Figure 1. The metal 1 layer.
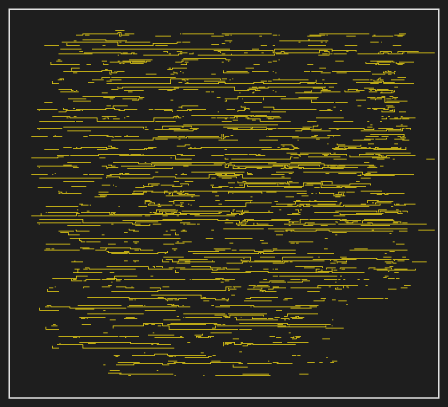
Figure 2. Wires at chosen ports, followed through buffers.
The bar under the picture is 20 microns long.
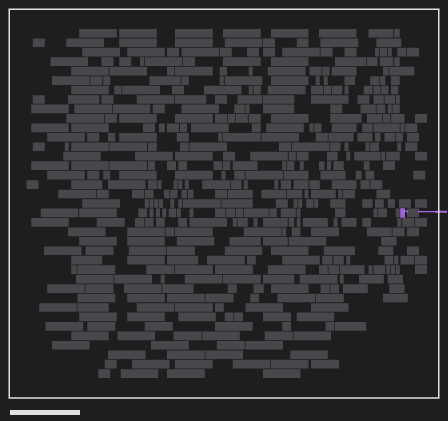
Figure 3. Sequential cells grouped by signal name.
Other sequential cells in the stronger gray, the rest of the logic in the fainter gray.
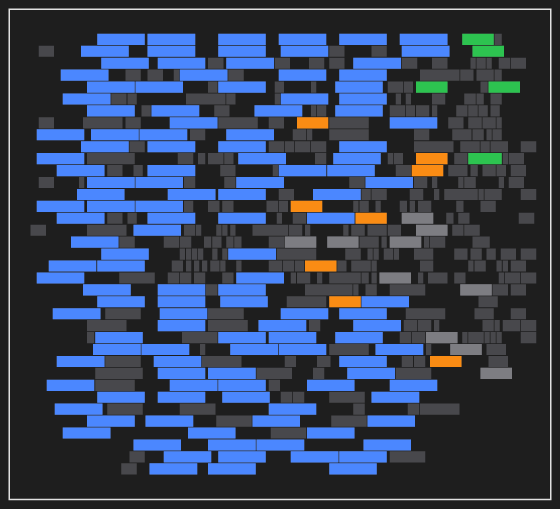
Figure 4. Routing congestion.
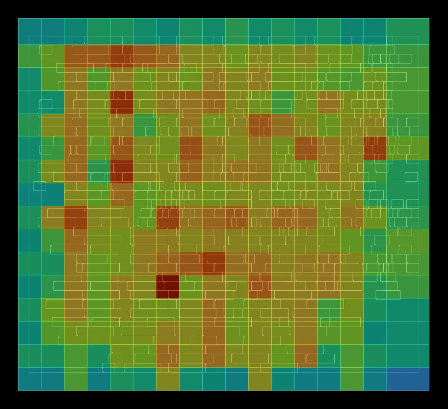
**config.mk**
```make
export PLATFORM = sky130hd
export DESIGN_NAME = uart_tx_fifo_flat
export DESIGN_NICKNAME = d
export VERILOG_FILES = /design/src/rtl/uart_tx_fifo_if.sv /design/src/rtl/uart_tx_fifo.sv /design/src/flat_wrapper.sv
export SDC_FILE = /design/constraint.sdc
export NUM_CORES = 1
export LEC_CHECK = 0
export CAP_MARGIN = 20
export CORE_ASPECT_RATIO = 0.9
export CORE_MARGIN = 3
export CORE_UTILIZATION = 50
export CTS_CLUSTER_SIZE = 14
export DETAILED_ROUTE_END_ITERATION = 8
export PLACE_DENSITY = 0.68
export RECOVER_POWER = 50
export SYNTH_ARGS = -nofsm -noshare
export SYNTH_HDL_FRONTEND = slang
export SYNTH_SLANG_ARGS = --single-unit
```
**constraint.sdc**
```tcl
create_clock -name clk -period 3.25 [get_ports clk]
set_input_delay 0.65 -clock clk [delete_from_list [all_inputs] [get_ports clk]]
set_output_delay 0.65 -clock clk [all_outputs]
set_load 0.05 [all_outputs]
```
**src/rtl/uart_tx_fifo_if.sv**
```systemverilog
// uart_tx_fifo_if: producer write port plus the UART transmit handshake
// (Tx_en / Din / Tx_done) for uart_tx_fifo.
// Optional feature macro: UART_TX_FIFO_OVF_EN adds ovf_clr / overflow.
interface uart_tx_fifo_if #(
  parameter int DEPTH = 16,
  parameter int AW    = $clog2(DEPTH)
);
  logic        wr_en;
  logic [7:0]  wr_data;
  logic        full;
  logic        empty;
  logic [AW:0] level;
  logic        busy;
  logic        Tx_en;
  logic [7:0]  Din;
  logic        Tx_done;
`ifdef UART_TX_FIFO_OVF_EN
  logic        ovf_clr;
  logic        overflow;

  // Block side: consumes writes and Tx_done, drives status and the UART request.
  modport slave (
    input  wr_en, wr_data, Tx_done, ovf_clr,
    output full, empty, level, busy, Tx_en, Din, overflow
  );

  // Producer/UART side.
  modport master (
    output wr_en, wr_data, Tx_done, ovf_clr,
    input  full, empty, level, busy, Tx_en, Din, overflow
  );
`else
  // Block side: consumes writes and Tx_done, drives status and the UART request.
  modport slave (
    input  wr_en, wr_data, Tx_done,
    output full, empty, level, busy, Tx_en, Din
  );

  // Producer/UART side.
  modport master (
    output wr_en, wr_data, Tx_done,
    input  full, empty, level, busy, Tx_en, Din
  );
`endif
endinterface

```
**src/rtl/uart_tx_fifo.sv**
```systemverilog
// uart_tx_fifo: circular byte FIFO feeding a UART transmitter one byte at a
// time through a Tx_en/Din/Tx_done handshake. Each byte is held on Din until
// the UART reports the frame complete.
// Optional feature macro: UART_TX_FIFO_OVF_EN (sticky overflow flag with clear).
module uart_tx_fifo #(
  parameter int DEPTH = 16,
  parameter int AW    = $clog2(DEPTH)
) (
  input  logic          clk,
  input  logic          rst,
  uart_tx_fifo_if.slave bus
);

  typedef enum logic [1:0] {
    S_IDLE  = 2'd0,
    S_START = 2'd1,
    S_WAIT  = 2'd2,
    S_REL   = 2'd3
  } state_t;

  localparam logic [AW:0] LP_FULL_CNT = (AW+1)'(DEPTH);

  state_t      r_state;
  state_t      w_state_next;
  logic [7:0]  r_mem [DEPTH];
  logic [AW-1:0] r_wp;
  logic [AW-1:0] r_rp;
  logic [AW:0] r_cnt;
  logic [7:0]  r_din;
  logic        w_full;
  logic        w_empty;
  logic        w_wr_acc;
  logic        w_pop;
  logic        w_tx_en;

  // Full/empty come from the registered count, so a write in the same cycle
  // as a pop is still refused when the FIFO was full going into that cycle.
  assign w_full   = (r_cnt == LP_FULL_CNT);
  assign w_empty  = (r_cnt == '0);
  assign w_wr_acc = bus.wr_en && !w_full;

  // FSM state register.
  always_ff @(posedge clk) begin
    if (rst) begin
      r_state <= S_IDLE;
    end else begin
      r_state <= w_state_next;
    end
  end

  // FSM next state and outputs; START waits for Tx_done low so a level left
  // high by the previous frame is not mistaken for completion of this one.
  always_comb begin
    w_state_next = r_state;
    w_pop        = 1'b0;
    w_tx_en      = 1'b0;
    case (r_state)
      S_IDLE: begin
        if (!w_empty) begin
          w_pop        = 1'b1;
          w_state_next = S_START;
        end
      end
      S_START: begin
        w_tx_en = 1'b1;
        if (!bus.Tx_done) begin
          w_state_next = S_WAIT;
        end
      end
      S_WAIT: begin
        w_tx_en = 1'b1;
        if (bus.Tx_done) begin
          w_state_next = S_REL;
        end
      end
      S_REL: begin
        w_state_next = S_IDLE;
      end
      default: begin
        w_state_next = S_IDLE;
      end
    endcase
  end

  // Storage array write port; contents need no reset.
  always_ff @(posedge clk) begin
    if (w_wr_acc) begin
      r_mem[r_wp] <= bus.wr_data;
    end
  end

  // Registered read: the popped byte lands directly in the Din holding register.
  always_ff @(posedge clk) begin
    if (rst) begin
      r_din <= 8'h00;
    end else if (w_pop) begin
      r_din <= r_mem[r_rp];
    end
  end

  // Pointers and occupancy count; simultaneous write and pop leave the count alone.
  always_ff @(posedge clk) begin
    if (rst) begin
      r_wp  <= '0;
      r_rp  <= '0;
      r_cnt <= '0;
    end else begin
      if (w_wr_acc) begin
        r_wp <= r_wp + 1'b1;
      end
      if (w_pop) begin
        r_rp <= r_rp + 1'b1;
      end
      case ({w_wr_acc, w_pop})
        2'b10:   r_cnt <= r_cnt + 1'b1;
        2'b01:   r_cnt <= r_cnt - 1'b1;
        default: r_cnt <= r_cnt;
      endcase
    end
  end

`ifdef UART_TX_FIFO_OVF_EN
  logic r_overflow;

  // Sticky flag for writes refused while full; setting wins over clearing.
  always_ff @(posedge clk) begin
    if (rst) begin
      r_overflow <= 1'b0;
    end else if (bus.wr_en && w_full) begin
      r_overflow <= 1'b1;
    end else if (bus.ovf_clr) begin
      r_overflow <= 1'b0;
    end
  end

  assign bus.overflow = r_overflow;
`endif

  assign bus.full  = w_full;
  assign bus.empty = w_empty;
  assign bus.level = r_cnt;
  assign bus.busy  = (r_state != S_IDLE);
  assign bus.Tx_en = w_tx_en;
  assign bus.Din   = r_din;

endmodule

```
**src/flat_wrapper.sv**
```systemverilog
// flat-port wrapper written by rule: the top's interface ports become plain ports
module uart_tx_fifo_flat 
#(
  parameter int DEPTH = 16,
  parameter int AW    = $clog2(DEPTH)
)
  (clk, rst, bus_wr_en, bus_wr_data, bus_Tx_done, bus_full, bus_empty, bus_level, bus_busy, bus_Tx_en, bus_Din);
  uart_tx_fifo_if #(.DEPTH(DEPTH), .AW(AW)) bus_i ();
  input  logic clk;
  input  logic rst;
  input wire logic [$bits(bus_i.wr_en)-1:0] bus_wr_en;
  input wire logic [$bits(bus_i.wr_data)-1:0] bus_wr_data;
  input wire logic [$bits(bus_i.Tx_done)-1:0] bus_Tx_done;
  output wire logic [$bits(bus_i.full)-1:0] bus_full;
  output wire logic [$bits(bus_i.empty)-1:0] bus_empty;
  output wire logic [$bits(bus_i.level)-1:0] bus_level;
  output wire logic [$bits(bus_i.busy)-1:0] bus_busy;
  output wire logic [$bits(bus_i.Tx_en)-1:0] bus_Tx_en;
  output wire logic [$bits(bus_i.Din)-1:0] bus_Din;
  assign bus_i.wr_en = bus_wr_en;
  assign bus_i.wr_data = bus_wr_data;
  assign bus_i.Tx_done = bus_Tx_done;
  assign bus_full = bus_i.full;
  assign bus_empty = bus_i.empty;
  assign bus_level = bus_i.level;
  assign bus_busy = bus_i.busy;
  assign bus_Tx_en = bus_i.Tx_en;
  assign bus_Din = bus_i.Din;
  uart_tx_fifo #(.DEPTH(DEPTH), .AW(AW)) u_core (.clk(clk), .rst(rst), .bus(bus_i));
endmodule
```
==> changes_impl.md <==
### Metrics

* Status: finished, final reports clean
* Crit. Startpoint: u_core.bus.level[0]
* Residual DRC at 0
* Hpwl dp at 7840 microns
* Fill cell count at 891
* Synth Instances at 382
* Minimum clock period at 3.001 ns
* Placement Cell Area at 6698 sq um
* Post-Synth AOI/OAI Area at 6.040%
* Main synth FF type: edfxtp_1
* Min-Delay Startpoint: u_core.bus.Din[1]
* Register with the most flip-flops: u_core.r_mem
* Fmax at 0.3333 GHz
* Slew margin rel. at 37.27%
* Pwr per Cell Area at 846.2 nW/um^2
* Worst setup margin at 0.2494 ns
* Busiest layer in global routing: met2
* Total Routing Usage GR at 19.60%
* Ys cells at 382
* Hold WS at 0.5103 ns
* GR Layer Usage met2 at 29.24%
* Leading cell kind: flip-flops and latches
* Flop count at 151
* Sw frac at 32.34%
* Xor/xnor share at 1.277%
* Worst Path Required at 2.60 ns
* R2R depth at 10
* Layout Cells excl Fill at 597
* R2R Path Start: u_core.bus.level[0]
* Synth area leader: edfxtp_1
* Internal cell power at 4.157 mW
* Reg2reg end: u_core.bus.level[4]
* Top sig layer: met4
* Clk root buf: clkbuf_16
* Hold Buf Count CTS at 0
* Global-route wire length before repair at 19400 microns
* H-tree depth at 4
* P_clk at 1.95 mW
* Post-Syn Nets at 406
* Pin count of the biggest net entering global routing at 35
* WP buf/inv at 1
* Core area at 11760 sq um
* Top logic family: multiplexers
* Tap Count at 156
* Multi-input gate count at 201
* ANT nets after route at 0
* Worst Setup End Kind: output pin
* Commonest cells post-synth: 128 x edfxtp_1, 47 x nor2_1, 36 x mux2i_1
* DP Worst Slack at 0.1189 ns
* Clock-cell share of area at 8.116%
* Post-Synth Adder-Cell Area at 2.432%
* Count leader, synth: edfxtp_1
* Worst slew pin tran at 0.9396 ns
* Endpoints failing setup at 0
* Main power group: registers
* Mux share at 12.22%
* Total power at 6.144 mW
* Chip Area, Yosys at 6173 sq um
* CP max stage cell: clkdlybuf4s50_1
* CP Data Arrival Time at 2.35 ns
* Met1 Wirelength at 5358 microns
* Number of max-cap violations at 0
* Die width at 123.1 microns
* Pleak at 2.354 nW
* Post-synth EDFFs at 128
* Yosys warning tally at 0
* Gate Area at 1694 sq um
* CP Launch Type: flop
* Logic share of the area at 23.33%
* Sequential fraction of the synthesis area at 69.72%
* Fin nets at 452
* Sink Count at 151
* Number of setup buffers added after CTS at 0
* P_seq at 2.42 mW
* Async SR Flop Fraction at 0%
* Die area at 13720 sq um
* Setup TNS Final at 0 ns
* Clk ins delay skew pair at 0.42 ns
* RD Place Congestion at 0.7387
* Hold depth at 2
* Registers, synthesis at 151
* Cell family with most CP delay: buffers and inverters
* Metal3 WL at 1039 microns
* Syn_area_per_cell at 16.16 sq um
* Crit path largest cell delay at 0.80 ns
* Synth-to-layout area growth at 17.61%
* Comb group at 1.78 mW
* # rows at 37
* Inserted Clock Buffers at 17
* Pre-Repair DR Iteration Count at 5
* Yosys simple share at 5.756%
* Via-per-instance ratio at 5.635
* # diodes at 0
* Vias in the first global route at 3472
* Flop share of the area at 59.30%
* Gr ovfl total at 0
* Commonest non-fill, non-tap cells in the layout: 128 x edfxtp_1, 47 x nor2_1, 36 x mux2i_1, 22 x dfxtp_1, 19 x buf_4
* Crit path kind: reg2out
* Proportion of layout cells with a drive suffix above 1 at 16.78%
* Cts repair resizes at 0
* Period Utilization, post-route at 92.33%
* Hold Path Sink: u_core.bus.Din[1]
* Switching power at 1.987 mW
* Clock skew at 0.008126 ns
* Logic pwr share at 28.9%
* Clk buf depth at 2
* Max-slew violations at 0
* Routed wl met2 at 5982 microns
* DIE HEIGHT at 111.4 microns
* Final hold vios at 0
* Placed Cells incl. Taps at 565
* Clk pwr share at 31.7%
* Most numerous logic cell after layout: edfxtp_1
* Yosys cell types at 42
* CP endpoint: bus_full
* Synthesized area at 6173 sq um
* Initial antenna violation count at 0
* Top cells, area: edfxtp_1 62%, dfxtp_1 7.5%, mux2i_1 5.8%
* Inverters at 7
* RSZ-0062 raised after global routing: false
* Count of plain and timing-repair buffers at 50
* Log Warnings at 33
* Design Area, Final at 7261 sq um
## Picture notes: Figure 1
- longest straight run: 40.0 microns
- nets with wire on the layer: 411
- share of all routed wire: 43%
- main direction: horizontal
- wire length on this layer: 5360 microns
GRT met1 Usage: 28.15%
total number of vias: 3364
WL final: 12530 microns

## Picture notes: Figure 2
- bus_empty: purple (bits 1; direction output; end cells 1; buffers 1; wire 7.20 microns)
I/O pin count: 29
Buffers on Ports: 28

## Picture notes: Figure 3
- u_core.r_mem: blue (sequential cells 128)
- u_core.bus.Din: orange (sequential cells 8)
- u_core.bus.level: green (sequential cells 5; where north-east)
final core occ: 61.75%
FF+latch area: 4305 sq um

## Picture notes: Figure 4
met3 Use GR: 4.977%
Wirelength per Cell: 20.98 microns

Power figures rest on the tool's default switching activity, not on a simulated workload.
